<file path="src/rtl/pn_pkg.sv">
// Shared definitions for the Polish-notation evaluator: mode and opcode
// encodings plus the control FSM state type.
package pn_pkg;

    localparam logic PN_POSTFIX = 1'b0;
    localparam logic PN_PREFIX  = 1'b1;

    localparam logic [1:0] OP_ADD = 2'b00;
    localparam logic [1:0] OP_SUB = 2'b01;
    localparam logic [1:0] OP_MUL = 2'b10;
    localparam logic [1:0] OP_ABS = 2'b11;

    typedef enum logic [1:0] {
        IDLE = 2'd0,
        READ = 2'd1,
        EVAL = 2'd2,
        OUT  = 2'd3
    } state_t;

endpackage

</file>
<file path="src/rtl/pn_alu.sv">
// Combinational evaluator ALU. All results wrap modulo 2^DATA_W.
// Ports: a, b - operands; op - opcode; result - a op b.
module pn_alu
    import pn_pkg::*;
#(
    parameter int unsigned DATA_W = 32
) (
    input  logic [DATA_W-1:0] a,
    input  logic [DATA_W-1:0] b,
    input  logic [1:0]        op,
    output logic [DATA_W-1:0] result
);

    logic [DATA_W-1:0] diff;

    assign diff = a - b;

    // |a-b| negates a negative difference; the most-negative value maps to itself
    always_comb begin
        result = a + b;
        case (op)
            OP_ADD:  result = a + b;
            OP_SUB:  result = diff;
            OP_MUL:  result = a * b;
            OP_ABS:  result = diff[DATA_W-1] ? -diff : diff;
            default: result = a + b;
        endcase
    end

endmodule

</file>
<file path="src/rtl/pn_eval_core.sv">
// Streaming prefix/postfix expression evaluator.
// Ports: clk, rst (sync, active high); in_valid/mode/operator/in - token
// stream; busy - burst in progress; out_valid/out/err - result stream,
// err marks a malformed burst (single cycle, out = 0).
module pn_eval_core
    import pn_pkg::*;
#(
    parameter int unsigned OPND_W    = 3,
    parameter int unsigned DATA_W    = 32,
    parameter int unsigned TOK_DEPTH = 16,
    parameter int unsigned STK_DEPTH = 8
) (
    input  logic                     clk,
    input  logic                     rst,
    input  logic                     in_valid,
    input  logic                     mode,
    input  logic                     operator,
    input  logic [OPND_W-1:0]        in,
    output logic                     busy,
    output logic                     out_valid,
    output logic signed [DATA_W-1:0] out,
    output logic                     err
);

    localparam int unsigned TOK_W  = OPND_W + 1;
    localparam int unsigned TCNT_W = $clog2(TOK_DEPTH + 1);
    localparam int unsigned TIDX_W = (TOK_DEPTH > 1) ? $clog2(TOK_DEPTH) : 1;
    localparam int unsigned SCNT_W = $clog2(STK_DEPTH + 1);
    localparam int unsigned SIDX_W = (STK_DEPTH > 1) ? $clog2(STK_DEPTH) : 1;

    state_t state, state_d;

    logic [TOK_W-1:0]  tok_mem [TOK_DEPTH];
    logic [DATA_W-1:0] stk     [STK_DEPTH];

    logic [TCNT_W-1:0] tok_cnt, tok_cnt_d;
    logic [TCNT_W-1:0] ev_cnt, ev_cnt_d;
    logic [SCNT_W-1:0] sp, sp_d;
    logic [SCNT_W-1:0] out_cnt, out_cnt_d;
    logic              mode_q, mode_d;
    logic              tok_ovf, tok_ovf_d;
    logic              eval_err, eval_err_d;
    logic              busy_d, out_valid_d, err_d;
    logic [DATA_W-1:0] out_d;

    logic              tok_we;
    logic [TIDX_W-1:0] tok_wa;
    logic              stk_we;
    logic [SIDX_W-1:0] stk_wa;
    logic [DATA_W-1:0] stk_wd;

    logic [TCNT_W-1:0] tok_pos;
    logic [TOK_W-1:0]  cur_tok;
    logic [DATA_W-1:0] stk_top, stk_sec, alu_a, alu_b, alu_res;
    logic [SCNT_W-1:0] out_pos;

    // Prefix scans the stored tokens from the end back to the start
    assign tok_pos = (mode_q == PN_PREFIX) ? (tok_cnt - ev_cnt - TCNT_W'(1)) : ev_cnt;
    assign cur_tok = tok_mem[TIDX_W'(tok_pos)];
    assign stk_top = stk[SIDX_W'(sp - SCNT_W'(1))];
    assign stk_sec = stk[SIDX_W'(sp - SCNT_W'(2))];
    assign alu_a   = (mode_q == PN_PREFIX) ? stk_top : stk_sec;
    assign alu_b   = (mode_q == PN_PREFIX) ? stk_sec : stk_top;
    // Leftmost expression sits at the bottom for postfix, at the top for prefix
    assign out_pos = (mode_q == PN_PREFIX) ? (sp - out_cnt - SCNT_W'(1)) : out_cnt;

    pn_alu #(.DATA_W(DATA_W)) u_alu (
        .a      (alu_a),
        .b      (alu_b),
        .op     (cur_tok[1:0]),
        .result (alu_res)
    );

    // Next-state, datapath control and output next values
    always_comb begin
        state_d     = state;
        busy_d      = busy;
        out_valid_d = 1'b0;
        out_d       = '0;
        err_d       = 1'b0;
        tok_cnt_d   = tok_cnt;
        ev_cnt_d    = ev_cnt;
        sp_d        = sp;
        out_cnt_d   = out_cnt;
        mode_d      = mode_q;
        tok_ovf_d   = tok_ovf;
        eval_err_d  = eval_err;
        tok_we      = 1'b0;
        tok_wa      = '0;
        stk_we      = 1'b0;
        stk_wa      = '0;
        stk_wd      = '0;

        case (state)
            IDLE: begin
                busy_d = 1'b0;
                // busy still high here means the previous burst just finished
                if (in_valid && !busy) begin
                    tok_we    = 1'b1;
                    tok_wa    = '0;
                    tok_cnt_d = TCNT_W'(1);
                    mode_d    = mode;
                    tok_ovf_d = 1'b0;
                    busy_d    = 1'b1;
                    state_d   = READ;
                end
            end
            READ: begin
                if (in_valid) begin
                    if (tok_cnt == TCNT_W'(TOK_DEPTH)) begin
                        tok_ovf_d = 1'b1;
                    end else begin
                        tok_we    = 1'b1;
                        tok_wa    = TIDX_W'(tok_cnt);
                        tok_cnt_d = tok_cnt + TCNT_W'(1);
                    end
                end else begin
                    ev_cnt_d   = '0;
                    sp_d       = '0;
                    out_cnt_d  = '0;
                    eval_err_d = tok_ovf;
                    state_d    = EVAL;
                end
            end
            EVAL: begin
                ev_cnt_d = ev_cnt + TCNT_W'(1);
                if (ev_cnt == tok_cnt - TCNT_W'(1)) begin
                    state_d = OUT;
                end
                // After the first error the remaining tokens are consumed without effect
                if (!eval_err) begin
                    if (cur_tok[TOK_W-1]) begin
                        if (sp < SCNT_W'(2)) begin
                            eval_err_d = 1'b1;
                        end else begin
                            stk_we = 1'b1;
                            stk_wa = SIDX_W'(sp - SCNT_W'(2));
                            stk_wd = alu_res;
                            sp_d   = sp - SCNT_W'(1);
                        end
                    end else begin
                        if (sp == SCNT_W'(STK_DEPTH)) begin
                            eval_err_d = 1'b1;
                        end else begin
                            stk_we = 1'b1;
                            stk_wa = SIDX_W'(sp);
                            stk_wd = DATA_W'(cur_tok[OPND_W-1:0]);
                            sp_d   = sp + SCNT_W'(1);
                        end
                    end
                end
            end
            OUT: begin
                out_valid_d = 1'b1;
                if (eval_err || sp == '0) begin
                    err_d   = 1'b1;
                    state_d = IDLE;
                end else begin
                    out_d     = stk[SIDX_W'(out_pos)];
                    out_cnt_d = out_cnt + SCNT_W'(1);
                    if (out_cnt == sp - SCNT_W'(1)) begin
                        state_d = IDLE;
                    end
                end
            end
            default: state_d = IDLE;
        endcase
    end

    // State, counters, outputs and storage arrays
    always_ff @(posedge clk) begin
        if (rst) begin
            state     <= IDLE;
            busy      <= 1'b0;
            out_valid <= 1'b0;
            out       <= '0;
            err       <= 1'b0;
            tok_cnt   <= '0;
            ev_cnt    <= '0;
            sp        <= '0;
            out_cnt   <= '0;
            mode_q    <= PN_POSTFIX;
            tok_ovf   <= 1'b0;
            eval_err  <= 1'b0;
            for (int i = 0; i < int'(TOK_DEPTH); i++) tok_mem[i] <= '0;
            for (int i = 0; i < int'(STK_DEPTH); i++) stk[i] <= '0;
        end else begin
            state     <= state_d;
            busy      <= busy_d;
            out_valid <= out_valid_d;
            out       <= out_d;
            err       <= err_d;
            tok_cnt   <= tok_cnt_d;
            ev_cnt    <= ev_cnt_d;
            sp        <= sp_d;
            out_cnt   <= out_cnt_d;
            mode_q    <= mode_d;
            tok_ovf   <= tok_ovf_d;
            eval_err  <= eval_err_d;
            if (tok_we) tok_mem[tok_wa] <= {operator, in};
            if (stk_we) stk[stk_wa] <= stk_wd;
        end
    end

endmodule

</file>
<file path="config.mk">
export PLATFORM = sky130hd
export DESIGN_NAME = pn_eval_core
export DESIGN_NICKNAME = d
export VERILOG_FILES = /design/src/rtl/pn_pkg.sv /design/src/rtl/pn_alu.sv /design/src/rtl/pn_eval_core.sv
export SDC_FILE = /design/constraint.sdc
export NUM_CORES = 2
export LEC_CHECK = 0
export CORE_MARGIN = 2
export CORE_UTILIZATION = 60
export DETAILED_ROUTE_END_ITERATION = 10
export PLACE_DENSITY = 0.86
export SYNTH_ARGS = -nofsm -noshare
export SYNTH_HDL_FRONTEND = slang
export SYNTH_HIERARCHICAL = 1
export SYNTH_SLANG_ARGS = --single-unit
</file>
<file path="constraint.sdc">
create_clock -name clk -period 10.3 [get_ports clk]
set_input_delay 1.545 -clock clk [delete_from_list [all_inputs] [get_ports clk]]
set_output_delay 1.545 -clock clk [all_outputs]
set_load 0.05 [all_outputs]
</file>
==> images/metal_stack.png <==
Bar = 100 um.
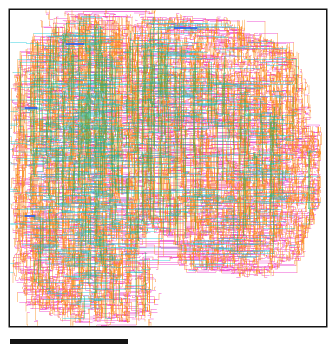
colour	layer	wire length
green	met4	9940 um
blue	met5	48.8 um
magenta	met1	44.8 mm
cyan	met3	17800 um
orange	met2	61.3 mm

==> images/cell_classes.png <==
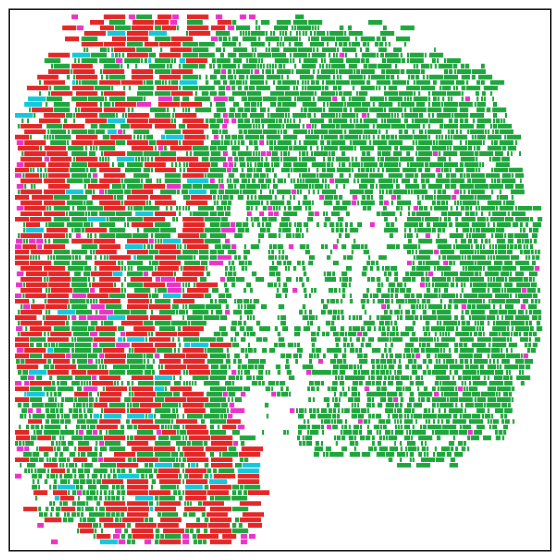
colour	class	cells	share of their area
magenta	other buffers and delay cells	171	3.7%
green	all other logic	3457	69%
red	flip-flops	378	25%
cyan	clock drivers and dummy loads	57	2.5%

==> images/wire_density.png <==
Bar = 100 um. 27 x 27 tiles, from dark blue (low) to red (high), scaled to the fullest tile. Values are wire area over tile area, all layers added.
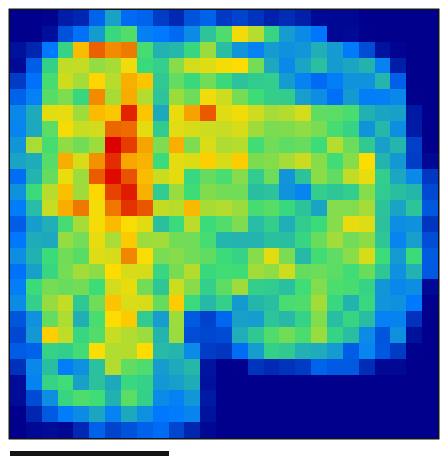
densest ninth of the die	middle left
nearly empty tiles	14%
emptiest ninth of the die	lower right

==> summary.json <==
{
  "run_status": {"value": "complete, but fails checks"},
  "violated_checks": {"value": "capacitance limit"},
  "n_fill_cell": {"value": 5158},
  "top_cells_by_area": {"value": "sky130_fd_sc_hd__edfxtp_1, sky130_fd_sc_hd__fa_1, sky130_fd_sc_hd__mux4_2"},
  "endpoint_kind": {"value": "flip-flop"},
  "cts_root_buf": {"value": "sky130_fd_sc_hd__clkbuf_16"},
  "cp_data_arrival_time": {"value": 10.35, "unit": "ns"},
  "clock_tree.htree_level_count": {"value": 1},
  "worst_path_dominant_cell_family": {"value": "adder cells"},
  "share_of_layout_cells_above_drive_strength_1": {"value": 12.8, "unit": "%"},
  "dominantRegCellSynth": {"value": "sky130_fd_sc_hd__edfxtp_1"},
  "mux_area_share": {"value": 15.0, "unit": "%"},
  "synthAdderAreaFrac": {"value": 25.7, "unit": "%"},
  "setup_fix_buffers_added_after_clock_tree_synthesis": {"value": 0},
  "detail_route.wl_per_cell": {"value": 26.7, "unit": "um"},
  "dieArea": {"value": 72200, "unit": "um2"},
  "first_global_vias": {"value": 34700},
  "post_dp_cell_area": {"value": 43900, "unit": "um2"},
  "clock_skew": {"value": 0.0344, "unit": "ns"},
  "holdPathStages": {"value": 2},
  "setup_viol_count_final": {"value": 0},
  "crit_path_class": {"value": "flip-flop to flip-flop"},
  "num_rows": {"value": 97},
  "count_of_vias_placed_by_the_detailed_router": {"value": 33400},
  "detailedRoute.firstIterationViolations": {"value": 4324},
  "cap_violations": {"value": 1},
  "synth_compound_gate_area_share": {"value": 7.15, "unit": "%"},
  "numPortBuffers": {"value": 42},
  "finalMaxSlewViolations": {"value": 0},
  "regToRegStartpoint": {"value": "sp[0]"},
  "synth_flops": {"value": 378},
  "globalRoute.totalOverflow": {"value": 0},
  "fp.coreArea": {"value": 69700, "unit": "um2"},
  "floorplanUtilization": {"value": 60.3, "unit": "%"},
  "openroad.warnings": {"value": 65},
  "synthArstFlopShare": {"value": 0, "unit": "%"},
  "maximum_number_of_pins_on_one_net_before_global_route_repair": {"value": 72},
  "final_nets": {"value": 4663},
  "critPathMaxFanout": {"value": 37},
  "hold-worst-slack": {"value": 0.508, "unit": "ns"},
  "reg2reg_to": {"value": "stk[5][22]"},
  "die_w": {"value": 269, "unit": "um"},
  "gr-usage-all-layers": {"value": 37.2, "unit": "%"},
  "area_delta_synth_final": {"value": 7.37, "unit": "%"},
  "finalInstanceArea": {"value": 45100, "unit": "um2"},
  "synth.net_count": {"value": 4700},
  "max_stage_delay": {"value": 0.67, "unit": "ns"},
  "drt_drc_violations_left": {"value": 0},
  "cts_sinks": {"value": 378},
  "floorplan.io_pins": {"value": 43},
  "detailed_place_hpwl": {"value": 93900, "unit": "um"},
  "critPathRequiredTime": {"value": 10.62, "unit": "ns"},
  "setup_total_negative_slack": {"value": 0, "unit": "ns"},
  "worst-path-buf-inv": {"value": 7},
  "yosys-top-cells-count": {"value": "sky130_fd_sc_hd__inv_1, sky130_fd_sc_hd__nor2_1, sky130_fd_sc_hd__fa_1"},
  "clk_latency": {"value": 0.62, "unit": "ns"},
  "globalplace.congestion": {"value": 1.04},
  "wl": {"value": 134000, "unit": "um"},
  "setup_repair_after_global_routing_missed_its_margin": {"value": "false"},
  "finalHoldViolCount": {"value": 0},
  "ff2ff_setup_slack": {"value": 0.27, "unit": "ns"},
  "cts.hold.buffers_added": {"value": 0},
  "yosys.cell_types.count": {"value": 99},
  "fin_crit": {"value": 10.03, "unit": "ns"},
  "synth_chip_area": {"value": 42000, "unit": "um2"},
  "synth_simple_gate_area_share": {"value": 16.0, "unit": "%"},
  "fin_crit_sh": {"value": 97.3, "unit": "%"},
  "cts_buffer_depth": {"value": 3},
  "worst_slew_margin_rel": {"value": 0.924, "unit": "%"},
  "netlist.top_cell.by_instances": {"value": "sky130_fd_sc_hd__inv_1"},
  "drt-vias-per-instance": {"value": 6.67}
}
==> registers in the layout (all words and copies together) (netlist names), 2 cells and up <==
signal / cells
out_cnt: 4
tok_cnt: 5
ev_cnt: 5
state: 2
stk: 256
tok_mem: 64
out: 32
sp: 4
==> layout make-up <==
cell class              count  area [um2]  area share, %
diodes                      4        10.0         0.0222
clock buffers              39         900           1.99
clock inverters            18         190          0.422
inverters                 475        1780           3.95
multi-input cells        2982       28700           63.5
flip-flops and latches    378       10800           23.9
well taps                 940        1180           2.61
repair buffers            171        1620           3.58
==> metal layers <==
metal / vias to the layer above / global-route usage [%] / part of all wire (%)
met5: - / 0 / 0.036
met3: 685 / 9.68 / 13
met2: 2709 / 59.3 / 46
met1: 16300 / 45.5 / 33
li1: 13700 / - / -
met4: 8 / 23.0 / 7.4
==> cells in the final DEF, fill, tap and decap left out, types with 27 or more instances in the layout <==
cell type                         count
sky130_fd_sc_hd__inv_1              469
sky130_fd_sc_hd__nor2_1             439
sky130_fd_sc_hd__fa_1               412
sky130_fd_sc_hd__nand2_1            379
sky130_fd_sc_hd__and2_1             328
sky130_fd_sc_hd__edfxtp_1           320
sky130_fd_sc_hd__mux4_2             208
sky130_fd_sc_hd__ha_1               202
sky130_fd_sc_hd__a21oi_1            153
sky130_fd_sc_hd__xnor2_1            130
sky130_fd_sc_hd__buf_4              110
sky130_fd_sc_hd__mux2i_1            109
sky130_fd_sc_hd__o21ai_0             64
sky130_fd_sc_hd__dfxtp_1             55
sky130_fd_sc_hd__clkdlybuf4s50_1     42
sky130_fd_sc_hd__nor3_1              39
sky130_fd_sc_hd__nand3_1             38
sky130_fd_sc_hd__xor2_1              36
sky130_fd_sc_hd__clkbuf_16           34
sky130_fd_sc_hd__mux2i_2             27
==> worst register-to-register path: cells and delay by family, from the launching register on <==
family,cells,cell delay (ns)
compound gates,9,1.81
xor+xnor,1,0.58
fa+ha+maj,10,4.20
buf+inv,7,0.97
flops,1,0.48
mux,3,1.06
simple gates,4,0.64
==> through the flow <==
| step | std cells | worst slack [ns] | utilization, % |
|---|---|---|---|
| 2_1_floorplan | 4076 | 0.592 | - |
| 3_3_place_gp | 4943 | 0.653 | 63.1 |
| 3_5_place_dp | 4943 | 0.388 | 63.1 |
| 4_1_cts | 5000 | 0.328 | 64.6 |
| 5_1_grt | 5003 | 0.0242 | 64.7 |
| 6_report | 5007 | 0.274 | 64.8 |
==> worst max path at each step <==
stage | start | endpoint | cells past startpoint | slack, ns
3_5_place_dp | sp[0] | stk[5][22] | 34 | 0.39
2_1_floorplan | sp[0] | stk[0][29] | 36 | 0.59
5_1_grt | sp[0] | stk[0][22] | 33 | 0.02
4_1_cts | sp[0] | stk[0][29] | 34 | 0.33
6_report | sp[0] | stk[5][22] | 34 | 0.27
3_3_place_gp | sp[0] | stk[5][22] | 34 | 0.65
